### config.mk
export PLATFORM = sky130hd
export DESIGN_NAME = cpu_mem_access_sequencer
export DESIGN_NICKNAME = d
export VERILOG_FILES = /design/src/rtl/cpu_if_pkg.sv /design/src/rtl/cpu_access_timer.sv /design/src/rtl/cpu_mem_access_sequencer.sv
export SDC_FILE = /design/constraint.sdc
export NUM_CORES = 1
export LEC_CHECK = 0
export ABC_AREA = 1
export CAP_MARGIN = 20
export CORE_MARGIN = 2
export CORE_UTILIZATION = 45
export DETAILED_ROUTE_END_ITERATION = 7
export PLACE_DENSITY = 0.81
export SLEW_MARGIN = 20
export SYNTH_ARGS = -nofsm -noshare
export SYNTH_HDL_FRONTEND = slang
export SYNTH_HIERARCHICAL = 1
export SYNTH_SLANG_ARGS = --single-unit
### constraint.sdc
create_clock -name clk -period 2.1 [get_ports clk]
set_input_delay 0.42 -clock clk [delete_from_list [all_inputs] [get_ports clk]]
set_output_delay 0.42 -clock clk [all_outputs]
set_load 0.05 [all_outputs]
### src/rtl/cpu_if_pkg.sv
// rtl/cpu_if_pkg.sv - shared types and widths for the CPU-interface control path
package cpu_if_pkg;

  typedef enum logic [2:0] {
    IDLE  = 3'd0,
    SETUP = 3'd1,
    REQ   = 3'd2,
    DONE  = 3'd3,
    DRAIN = 3'd4
  } seq_state_e;

  localparam int CPU_ADDR_W = 16;
  localparam int CPU_DATA_W = 32;

  // Counter width able to hold max_val; never narrower than one bit.
  function automatic int timer_width(input int max_val);
    return (max_val < 1) ? 1 : $clog2(max_val + 1);
  endfunction

endpackage

### src/rtl/cpu_access_timer.sv
// rtl/cpu_access_timer.sv - loadable saturating up/down counter with expiry flag
module cpu_access_timer #(
  parameter int WIDTH = 8
) (
  input  logic             clk,
  input  logic             reset_n,
  input  logic             clear,
  input  logic             load,
  input  logic [WIDTH-1:0] load_value,
  input  logic             count_en,
  input  logic             count_up,
  input  logic [WIDTH-1:0] limit,
  output logic             expired
);

  localparam logic [WIDTH-1:0] COUNT_MAX = '1;

  logic [WIDTH-1:0] count;

  // Saturates at both ends so a long stall can never wrap back into range.
  always_ff @(posedge clk or negedge reset_n) begin
    if (!reset_n) begin
      count <= '0;
    end else if (clear) begin
      count <= '0;
    end else if (load) begin
      count <= load_value;
    end else if (count_en) begin
      if (count_up) begin
        if (count != COUNT_MAX) count <= count + 1'b1;
      end else begin
        if (count != '0) count <= count - 1'b1;
      end
    end
  end

  assign expired = count_up ? (count >= limit) : (count == '0);

endmodule

### src/rtl/cpu_mem_access_sequencer.sv
// rtl/cpu_mem_access_sequencer.sv - memory-bus transaction sequencer behind the CPU control FSM
module cpu_mem_access_sequencer
  import cpu_if_pkg::*;
#(
  parameter int ADDR_W       = CPU_ADDR_W,
  parameter int DATA_W       = CPU_DATA_W,
  parameter int SETUP_CYCLES = 1,
  parameter int TIMEOUT      = 255
) (
  input  logic              clk,
  input  logic              reset_n,
  input  logic              read_busy,
  input  logic              write_busy,
  input  logic [ADDR_W-1:0] cpu_addr,
  input  logic [DATA_W-1:0] cpu_wdata,
  output logic              access_complete,
  output logic [DATA_W-1:0] rdata,
  output logic              rdata_valid,
  output logic              timeout_err,
  output logic              mem_req,
  output logic              mem_we,
  output logic [ADDR_W-1:0] mem_addr,
  output logic [DATA_W-1:0] mem_wdata,
  input  logic              mem_ack,
  input  logic [DATA_W-1:0] mem_rdata
);

  localparam int SETUP_W = timer_width(SETUP_CYCLES);
  localparam int WAIT_W  = timer_width(TIMEOUT);
  localparam logic [SETUP_W-1:0] SETUP_LOAD = SETUP_W'((SETUP_CYCLES > 0) ? SETUP_CYCLES - 1 : 0);
  localparam logic [WAIT_W-1:0]  WAIT_LIMIT = WAIT_W'(TIMEOUT - 1);

  seq_state_e state_q, state_d;

  logic busy;
  logic start;
  logic setup_load;
  logic wait_clear;
  logic setup_done;
  logic wait_done;
  logic ack_hit;
  logic timeout_hit;

  assign busy = read_busy | write_busy;

  cpu_access_timer #(.WIDTH(SETUP_W)) u_setup_timer (
    .clk        (clk),
    .reset_n    (reset_n),
    .clear      (1'b0),
    .load       (setup_load),
    .load_value (SETUP_LOAD),
    .count_en   (state_q == SETUP),
    .count_up   (1'b0),
    .limit      ('0),
    .expired    (setup_done)
  );

  cpu_access_timer #(.WIDTH(WAIT_W)) u_wait_timer (
    .clk        (clk),
    .reset_n    (reset_n),
    .clear      (wait_clear),
    .load       (1'b0),
    .load_value ('0),
    .count_en   (state_q == REQ),
    .count_up   (1'b1),
    .limit      (WAIT_LIMIT),
    .expired    (wait_done)
  );

  always_ff @(posedge clk or negedge reset_n) begin
    if (!reset_n) state_q <= IDLE;
    else          state_q <= state_d;
  end

  // Dropping both busy lines mid-access is an abort and outranks ack/timeout.
  always_comb begin
    state_d     = state_q;
    start       = 1'b0;
    setup_load  = 1'b0;
    wait_clear  = 1'b0;
    ack_hit     = 1'b0;
    timeout_hit = 1'b0;
    unique case (state_q)
      IDLE: begin
        if (busy) begin
          start = 1'b1;
          if (SETUP_CYCLES == 0) begin
            state_d    = REQ;
            wait_clear = 1'b1;
          end else begin
            state_d    = SETUP;
            setup_load = 1'b1;
          end
        end
      end
      SETUP: begin
        if (!busy) begin
          state_d = IDLE;
        end else if (setup_done) begin
          state_d    = REQ;
          wait_clear = 1'b1;
        end
      end
      REQ: begin
        if (!busy) begin
          state_d = IDLE;
        end else if (mem_ack) begin
          state_d = DONE;
          ack_hit = 1'b1;
        end else if (wait_done) begin
          state_d     = DONE;
          timeout_hit = 1'b1;
        end
      end
      DONE: begin
        state_d = DRAIN;
      end
      DRAIN: begin
        if (!busy) state_d = IDLE;
      end
      default: begin
        state_d = IDLE;
      end
    endcase
  end

  always_ff @(posedge clk or negedge reset_n) begin
    if (!reset_n) begin
      mem_req         <= 1'b0;
      access_complete <= 1'b0;
      rdata_valid     <= 1'b0;
      timeout_err     <= 1'b0;
    end else begin
      mem_req         <= (state_d == REQ);
      access_complete <= (state_d == DONE);
      rdata_valid     <= ack_hit & ~mem_we;
      if (start)            timeout_err <= 1'b0;
      else if (timeout_hit) timeout_err <= 1'b1;
    end
  end

  // Bus-side address/data are frozen at access start so the CPU side may move on.
  always_ff @(posedge clk or negedge reset_n) begin
    if (!reset_n) begin
      mem_we    <= 1'b0;
      mem_addr  <= '0;
      mem_wdata <= '0;
    end else if (start) begin
      mem_we    <= write_busy;
      mem_addr  <= cpu_addr;
      mem_wdata <= cpu_wdata;
    end
  end

  always_ff @(posedge clk or negedge reset_n) begin
    if (!reset_n) begin
      rdata <= '0;
    end else if (ack_hit && !mem_we) begin
      rdata <= mem_rdata;
    end
  end

endmodule

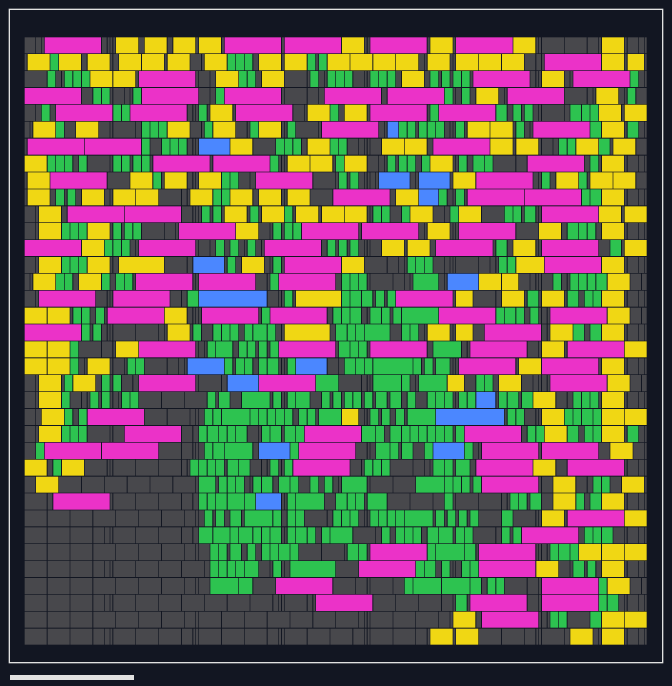
(placed cells, one color a class)
The bar under the picture is 20 µm long. Fill, decap, tap and diode cells in gray.
legend:
  blue:
    class: clock drivers and dummy loads
    cells: 16
    share_of_their_area: 3.6%
  green:
    class: combinational and other logic
    cells: 473
    share_of_their_area: 32%
  magenta:
    class: sequential cells
    cells: 97
    share_of_their_area: 37%
  yellow:
    class: remaining buffers and delay cells
    cells: 178
    share_of_their_area: 27%

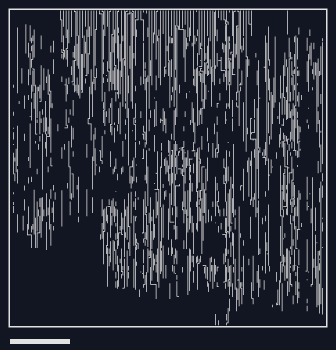
(the metal 2 layer)
The bar under the picture is 20 µm long.
longest straight run: 40.6 µm
main direction: vertical
wire length on this layer: 6110 µm
share of all routed wire: 49%
nets with wire on the layer: 666
met2 track utilization from global routing: 39.9%
sum of routed wire length over all layers: 12.4 mm

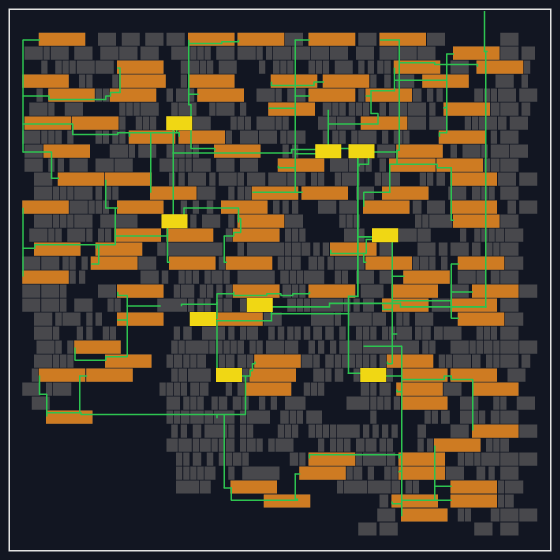
(clock wires, drivers and flops)
legend:
  orange:
    item: flip-flops
    count: 97
  green:
    item: clock wires
    length: 1120 µm
  yellow:
    item: clock drivers
    count: 9
routed clock nets: 10

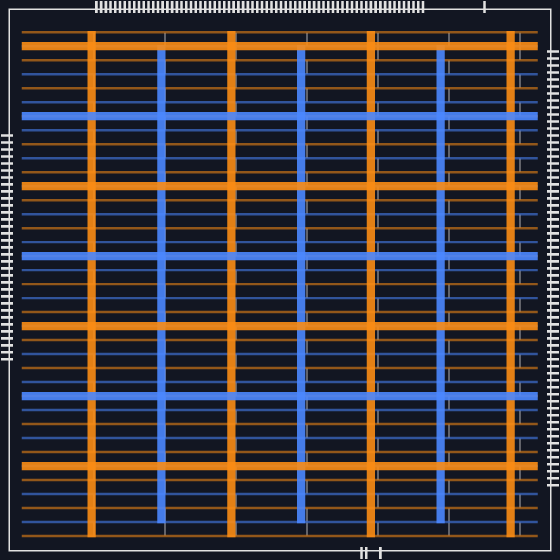
(supply network)
Pins as bars on the die edge. Tap cells in gray.
legend:
  orange:
    net: VSS
  blue:
    net: VDD
signal pins: 170
tap cells: 133
met5 straps: 7
rows: 36

==> flow_summary.html <==
<!-- implementation run metrics -->
<table>
<tr><th>Metric</th><th>Value</th></tr>
<tr><th colspan="2">Setup path</th></tr>
<tr><td>Data required time at the worst endpoint</td><td>~1.7 ns</td></tr>
<tr><td>Crit-path slowest cell</td><td>sky130_fd_sc_hd__clkdlybuf4s50_1</td></tr>
<tr><td>CP Cell Sequence</td><td>clkdlybuf4s50_1</td></tr>
<tr><td>Crit start category</td><td>register</td></tr>
<tr><td>Worst Setup End Kind</td><td>output pin</td></tr>
<tr><td>Kind of cell adding the most delay to the critical path</td><td>buffers and inverters</td></tr>
<tr><td>Arrival time worst endpoint</td><td>1.58 ns</td></tr>
<tr><td>Delay of the slowest cell on the worst path</td><td>0.84 ns</td></tr>
<tr><th colspan="2">GRT</th></tr>
<tr><td>GRT Residual Overflow</td><td>0</td></tr>
<tr><td>Maximum number of pins on one net before global-route repair</td><td>around 51</td></tr>
<tr><td>Global-route wire length before repair</td><td>roughly 21 mm</td></tr>
<tr><td>Number of global-route vias before repair</td><td>4278</td></tr>
<tr><th colspan="2">Power</th></tr>
<tr><td>Power of the clock network</td><td>approximately 1.4 mW</td></tr>
<tr><td>Power consumed by combinational cells</td><td>~6.9 mW</td></tr>
<tr><td>Switching share of total power</td><td>just over 50%</td></tr>
<tr><td>Pwr Density</td><td>between 1500 and 2000 nW/µm²</td></tr>
<tr><td>Switching component of the power</td><td>~5.9 mW</td></tr>
<tr><td>Total Power</td><td>roughly 12 mW</td></tr>
<tr><td>Clock Power Share</td><td>a little under an eighth</td></tr>
<tr><td>Static leakage power</td><td>~3.5 nW</td></tr>
<tr><th colspan="2">Synth</th></tr>
<tr><td>Number of instances in the synthesized netlist</td><td>~570</td></tr>
<tr><td>Register bit count reported by yosys</td><td>between 90 and 100</td></tr>
<tr><td>Post-synthesis cell count from yosys</td><td>about 570</td></tr>
<tr><td>Chip area line of the yosys report</td><td>4590 µm²</td></tr>
<tr><td>Mux contribution to synthesized area</td><td>0.218%</td></tr>
<tr><td>Seq/Total Area, Yosys</td><td>approximately 53%</td></tr>
<tr><td>Main combinational cell family by area after synthesis</td><td>simple AND/OR/NAND/NOR gates</td></tr>
<tr><td>Area fraction in full adders, half adders and majority gates</td><td>4.26%</td></tr>
<tr><th colspan="2">Detailed routing</th></tr>
<tr><td>Drt initial violations</td><td>approximately 270</td></tr>
<tr><td>Iteration count of the initial detailed-routing pass</td><td>4</td></tr>
<tr><td>Total via count in the routed design</td><td>between 4000 and 5000</td></tr>
<tr><td>Antenna-violating nets left</td><td>0</td></tr>
<tr><th colspan="2">Layout</th></tr>
<tr><td>Sequential share of cell area</td><td>36.0%</td></tr>
<tr><td>Biggest area consumer among cell classes</td><td>registers</td></tr>
<tr><td>Number of logic inverters in the finished layout</td><td>38</td></tr>
<tr><td>Number of diodes</td><td>0</td></tr>
<tr><td>Area taken by multi-input logic gates</td><td>about 2000 µm²</td></tr>
<tr><td>Final-stage net count</td><td>about 860</td></tr>
<tr><td>Layout clock buffers</td><td>9</td></tr>
<tr><td>Register area</td><td>between 2000 and 2500 µm²</td></tr>
<tr><td>Count of sequential standard cells</td><td>roughly 97</td></tr>
<tr><td>Share of cells above drive strength 1</td><td>between 5 and 6%</td></tr>
<tr><td>Most frequently placed logic cells in the final layout</td><td>sky130_fd_sc_hd__nand2_1 (278), sky130_fd_sc_hd__clkdlybuf4s50_1 (167), sky130_fd_sc_hd__dfrtp_1 (97)</td></tr>
<tr><th colspan="2">Timing</th></tr>
<tr><td>Slew @ Worst Pin</td><td>0.564 ns</td></tr>
<tr><td>Fmax</td><td>roughly 500 MHz</td></tr>
<tr><td>Period Utilization, post-route</td><td>95.2%</td></tr>
<tr><td>Pins over their slew limit</td><td>0</td></tr>
<tr><td>Worst path setup slack after routing</td><td>0.0999 ns</td></tr>
<tr><td>Unrepaired setup endpoints after global routing</td><td>false</td></tr>
<tr><td>Post-layout min period</td><td>around 2.0 ns</td></tr>
<tr><td>Skew final</td><td>about 0.017 ns</td></tr>
<tr><td>Final Hold Violating Endpoints</td><td>0</td></tr>
<tr><td>Setup TNS Final</td><td>0 ns</td></tr>
<tr><th colspan="2">Floorplanning</th></tr>
<tr><td>Number of tap instances</td><td>~130</td></tr>
<tr><td>CORE AREA</td><td>between 9000 and 10000 µm²</td></tr>
<tr><td>Pre-placement core utilization</td><td>roughly 47%</td></tr>
<tr><td>DIE WIDTH</td><td>roughly 100 µm</td></tr>
<tr><th colspan="2">Placement</th></tr>
<tr><td>Post-detailed-placement cell area</td><td>approximately 6500 µm²</td></tr>
<tr><td>Worst setup slack after placement</td><td>roughly 0.12 ns</td></tr>
<tr><td>Tally of buffers added on design ports</td><td>between 150 and 200</td></tr>
<tr><td>Final weighted congestion in routability-driven placement</td><td>0.883</td></tr>
<tr><th colspan="2">Run</th></tr>
<tr><td>Count of warning messages emitted by the tools</td><td>26</td></tr>
<tr><th colspan="2">CTS</th></tr>
<tr><td>CTS Root Buffer Type</td><td>sky130_fd_sc_hd__clkbuf_8</td></tr>
<tr><td>Clock transition time at the flip-flop clock pins of the worst setup and hold paths</td><td>0.10 ns</td></tr>
<tr><td>CTS tree</td><td>built</td></tr>
<tr><th colspan="2">Status</th></tr>
<tr><td>Result of the run</td><td>complete, no violations</td></tr>
</table>
[registers in the layout, indices dropped and copies added, names as in the netlist]
signal               flops
state_q                  3
timeout_err              1
mem_addr                16
access_complete          1
mem_we                   1
mem_wdata               32
u_setup_timer/count      1
mem_req                  1
u_wait_timer/count       8
rdata_valid              1
rdata                   32
[final timing paths]
kind                                             from           end  slack, ns  cells after the start
worst min register to register              rdata[18]     rdata[18]       0.48                      2
min in group asynchronous                     reset_n      rdata[4]       0.51                      2
max in group asynchronous                     reset_n     rdata[28]       0.94                      3
worst max-delay path                     mem_wdata[5]  mem_wdata[5]        0.1                      1
worst max register to register  u_wait_timer/count[1]       mem_req       0.23                     12
worst min-delay path                        rdata[18]     rdata[18]       0.48                      2
[synth_stat cells]
| cell | n | share of area [%] |
|---|---|---|
| sky130_fd_sc_hd__nand3_1 | 50 | 5.5 |
| sky130_fd_sc_hd__nand4_2 | 1 | 0.27 |
| sky130_fd_sc_hd__nand3b_1 | 3 | 0.49 |
| sky130_fd_sc_hd__o21bai_1 | 1 | 0.16 |
| sky130_fd_sc_hd__or2_2 | 1 | 0.14 |
| sky130_fd_sc_hd__nand2_1 | 278 | 23 |
| sky130_fd_sc_hd__clkinv_1 | 1 | 0.082 |
| sky130_fd_sc_hd__conb_1 | 2 | 0.16 |
| sky130_fd_sc_hd__a21oi_1 | 7 | 0.76 |
| sky130_fd_sc_hd__buf_4 | 2 | 0.33 |
| sky130_fd_sc_hd__nor2_4 | 3 | 0.74 |
| sky130_fd_sc_hd__or2_0 | 1 | 0.14 |
| sky130_fd_sc_hd__or2_1 | 2 | 0.27 |
| sky130_fd_sc_hd__nand3_4 | 1 | 0.38 |
| sky130_fd_sc_hd__fa_1 | 1 | 0.44 |
| sky130_fd_sc_hd__o22ai_1 | 1 | 0.14 |
| sky130_fd_sc_hd__ha_1 | 14 | 3.8 |
| sky130_fd_sc_hd__dfrtp_1 | 97 | 53 |
| sky130_fd_sc_hd__inv_2 | 4 | 0.33 |
| sky130_fd_sc_hd__nor2_1 | 22 | 1.8 |
| sky130_fd_sc_hd__nor3_4 | 1 | 0.35 |
| sky130_fd_sc_hd__nor2_2 | 3 | 0.41 |
| sky130_fd_sc_hd__nand2_2 | 1 | 0.14 |
| sky130_fd_sc_hd__o21ai_0 | 9 | 0.98 |
| sky130_fd_sc_hd__nand3_2 | 2 | 0.44 |
| sky130_fd_sc_hd__inv_1 | 33 | 2.7 |
| sky130_fd_sc_hd__mux2i_1 | 1 | 0.22 |
| sky130_fd_sc_hd__o21ai_2 | 1 | 0.19 |
| sky130_fd_sc_hd__nor3_1 | 2 | 0.22 |
| sky130_fd_sc_hd__nand4_1 | 2 | 0.27 |
| sky130_fd_sc_hd__buf_2 | 14 | 1.5 |
| sky130_fd_sc_hd__buf_6 | 4 | 0.98 |
[what timing repair did]
item | CTS | global route
endpoints found under the setup margin | 0 | 1
resized | 0 | 1
endpoints found under the hold margin | 28 | 0
hold buffers | 1 | 0
[routing by layer]
metal | track usage (%) | vias up | wire, µm
li1 | - | 2114 | -
met1 | 28.5 | 1963 | 5160
met2 | 39.9 | 155 | 6110
met3 | 5.12 | 25 | 797
met4 | 8.67 | 0 | 312
met5 | 0 | - | 0
No activity file was given, so power comes from the tool's default toggle rates.
